run_1/sizes.png
Scale bar: 100 um.
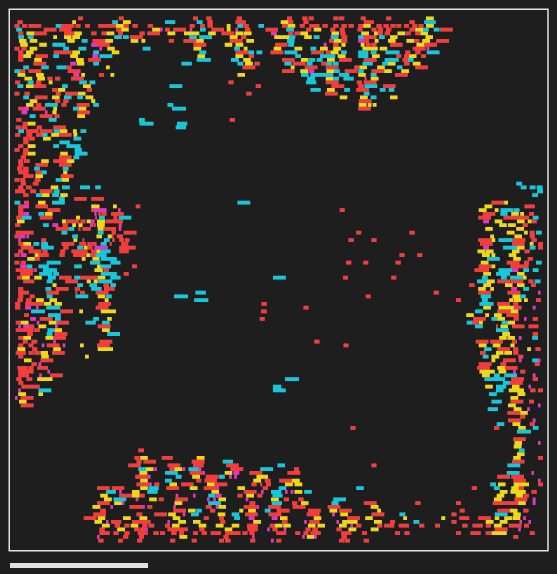
run_1/layer_met1.png
Scale bar: 100 um. Supply wires on this layer in gray.
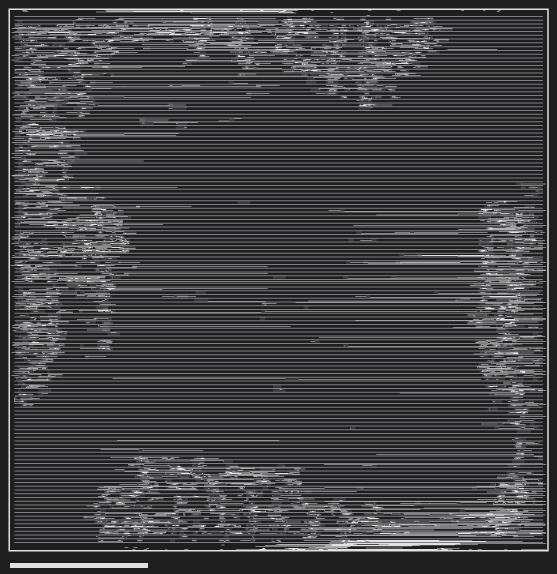
run_1/layer_met2.png
Scale bar: 100 um.
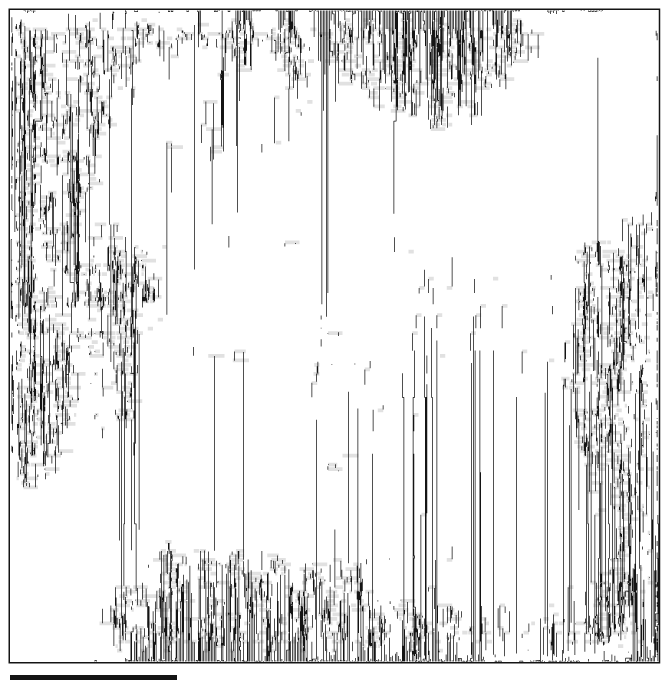
Design full_tap_arb_flat, sky130hd; sources not shown.
==> results.py, run 1 <==
# Synthesis and PnR figures
metrics = {
    "yosys": {
        "synthTopCellsByArea": "dfrtp_1 (44%), mux2_2 (22%), mux2_1 (16%)",
        "yosys-top-cells-count": "mux2_2 (224), dfrtp_1 (206), buf_4 (199), mux2_1 (160)",
        "yosys-stat-area_mm2": 0.01160,
        "syn_nets": 1468,
        "synthArstFlopShare_pct": 100.0,
        "yosysTopAreaCellShare_pct": 44.43,
        "ys_cells": 877,
        "largest_area_cell": "dfrtp_1",
        "netlist_instances": 877,
    },
    "floorplanning": {
        "ios": 986,
    },
    "finish": {
        "mostFrequentLayoutCells": "clkdlybuf4s50_1 (395), mux2_4 (311), dfrtp_1 (205)",
        "flops": 207,
        "fillers": 16256,
        "buffers_excl_clock": 789,
        "seq_area_mm2": 0.005182,
        "diodes": 4,
        "layout_top_cell": "clkdlybuf4s50_1",
        "sh_seq_area_pct": 22.60,
        "fin_util_pct": 15.73,
    },
    "final_timing": {
        "skew_ns": 0.02781,
        "worstMarginPinSlew_ns": 0.4967,
        "maxSlewViolCount": 0,
        "min_period_ns": 2.047,
        "setup_viol": 196,
        "fin_ws_ns": -0.2469,
    },
    "clock_network": {
        "clkTransAtPathRegs_ns": 0.06,
        "cts-resized-gates": 1238,
        "cts_tree": "yes",
        "htreeDepth": 1,
        "cts_buffers": 30,
        "clk_path_buf_depth": 3,
        "cts_hold_buffers": 1,
        "cts_setup_buffers": 60,
    },
    "worst_setup_path": {
        "cp_slowest_cell": "dfstp_2",
        "cp.required_ns": 1.35,
        "cp.depth": 3,
    },
    "power": {
        "power_leakage_nw": 9.929,
        "clockPowerShare_pct": 35.9,
        "intPower_w": 0.01216,
    },
    "routing": {
        "drc_errors": 0,
        "viasPerCell": 2.744,
        "drt-met1-wl_um": 27720,
        "wl_per_cell_um": 20.77,
    },
    "run": {
        "cap_violations": 0,
    },
    "global_routing": {
        "gr-max-usage-layer": "met2",
        "grt-ovfl-total": 0,
    },
    "run_status": {
        "violations": "negative setup slack",
        "status": "finished, violations left",
    },
}
Back to the opening pictures, sizes.png:
- red: _0 and _1 cells (cells 694; share 47%)
- yellow: _3 and _4 cells (cells 391; share 26%)
- magenta: _2 cells (cells 117; share 7.9%)
- cyan: _6 and larger (cells 284; share 19%)
Syn-to-layout area delta: 97.65%
fin area: 0.02293 mm2
final worst slack: -0.2469 ns

Back to the opening pictures, layer_met1.png:
- main direction: horizontal
- share of all routed wire: 39%
- longest straight run: 265 um
- nets with wire on the layer: 1,659
- wire length on this layer: 27.7 mm
grt met1 use: 9.777%
vias: 9,348
total wirelength of the detailed-routed design: 70,760 um

Back to the opening pictures, layer_met2.png:
- main direction: vertical
- longest straight run: 207 um
- share of all routed wire: 46%
- nets with wire on the layer: 1,892
- wire length on this layer: 32.5 mm
met2 Usage GRT: 14.20%

[run 1: per-stage QoR]
step	total power [W]	instance area, um2
after floorplan	0.007901	11620
after global placement	0.01010	19100
after detailed placement	0.01011	19100
after CTS	0.01723	21800
after global routing	0.01814	22920
final	0.01720	22930
[run 1: power groups by stage]
stage	combinational (W)	sequential (W)	clock, W
floorplan	0.00166	0.00624	0
global placement	0.00449	0.00561	0
detailed placement	0.00450	0.00561	0
CTS	0.00505	0.00559	0.00659
global route	0.00574	0.00567	0.00673
finish	0.00542	0.00560	0.00617
[run 1: cell families after synthesis]
logic type,count (synthesis),share of synthesized area (%)
AOI/OAI and AO/OA,17,0.9489
xor gates and xnor gates,1,0.07550
buffers and inverters,238,15.50
DFF,207,44.66
muxes,388,37.61
adders and majority gates,1,0.1078
and+or+nand+nor,25,1.100
--- run 2 (diff from run 1) ---
DONT_BUFFER_PORTS = 1   (was not set)
PLACE_DENSITY = 0.3   (was 0.34)
run_2/layer_met1.png
Scale bar: 100 um. Supply wires on this layer in gray.
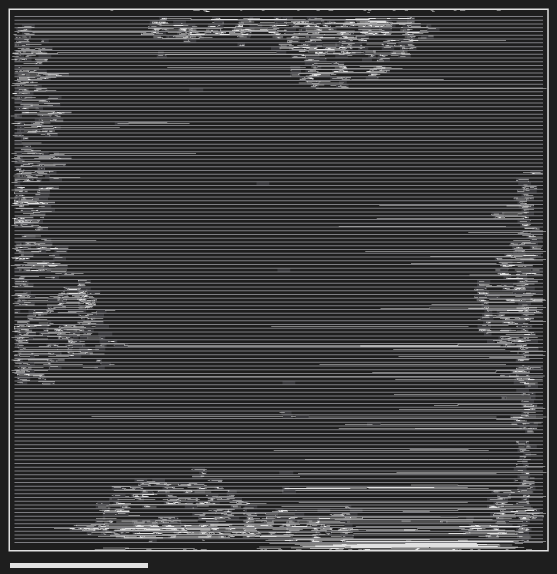
- main direction: horizontal
- wire length on this layer: 23.4 mm
- longest straight run: 351 um
- share of all routed wire: 38%
total wirelength of the detailed-routed design: 61,550 um
vias: 6,905

==> results.py, run 2 <==
# Synthesis and PnR figures
metrics = {
    "power": {
        "seq_power_w": 0.00646,
        "power_w": 0.01455,
        "powerComb_w": 0.00239,
        "maxPowerGroup": "registers",
        "power_leakage_nw": 7.036,
        "powerClk_w": 0.00570,
    },
    "yosys": {
        "ys_sh_mux_pct": 37.61,
        "largest_area_cell": "dfrtp_1",
        "syn_nets": 1468,
        "synthTopCellsByArea": "dfrtp_1 (44%), mux2_2 (22%), mux2_1 (16%)",
        "ys_cells": 877,
        "aoi_share_pct": 0.9490,
        "top_logic_kind": "multiplexers",
        "synthXorXnorAreaFrac_pct": 0.07549,
        "netlist_instances": 877,
        "yosysTopAreaCellShare_pct": 44.43,
        "simple_gate_share_pct": 1.100,
        "yosys.area_share.adder_pct": 0.1078,
    },
    "clock_network": {
        "cts_tree": "yes",
        "cts_buffers": 29,
        "clkTransAtPathRegs_ns": 0.06,
        "cts-resized-gates": 331,
        "cts_hold_buffers": 13,
    },
    "worst_setup_path": {
        "cp.depth": 9,
        "cp.required_ns": 2.28,
        "cp_slowest_cell": "dfrtp_2",
    },
    "run": {
        "cap_violations": 0,
    },
    "finish": {
        "fin_util_pct": 11.51,
        "final_area_mm2": 0.01678,
        "layout_top_cell": "mux2_4",
    },
    "run_status": {
        "status": "finished, violations left",
        "violations": "negative hold slack, negative setup slack",
    },
    "routing": {
        "drt-met1-wl_um": 23380,
        "viasPerCell": 2.492,
        "wl_per_cell_um": 22.21,
    },
    "final_timing": {
        "hold_viol_final": 207,
        "hold_slack_ns": -0.4701,
        "fin_ws_ns": -0.2318,
        "min_period_ns": 2.032,
        "skew_ns": 0.02964,
        "setup_viol": 195,
    },
    "floorplanning": {
        "ios": 986,
    },
}
run 2: cell type report:
| type | count | area (um2) |
|---|---|---|
| tap | 1917 | 2399 |
| clock buffer | 39 | 813.3 |
| timing repair buffer | 133 | 2278 |
| fill | 16539 | 129000 |
| multi-input combinational | 432 | 5904 |
| inverter | 2 | 20.02 |
| antenna | 28 | 70.07 |
| sequential | 207 | 5194 |
| clock inverter | 13 | 101.3 |
run 2: worst register-to-register path: stages, from the launching register on:
cell      delay, ns
dfrtp_2        0.40
nand2b_4       0.17
clkinv_8       0.06
buf_16         0.14
buf_16         0.16
buf_12         0.15
buf_12         0.13
buf_16         0.14
mux2_4         0.30
mux2_4         0.26
run 2: per-layer routing:
layer	vias to the layer above	GRT usage, %
li1	2762	-
met1	3383	8.148
met5	-	0
met2	544	12.31
met4	2	3.291
met3	214	3.846
No activity file was given, so power comes from the tool's default toggle rates.
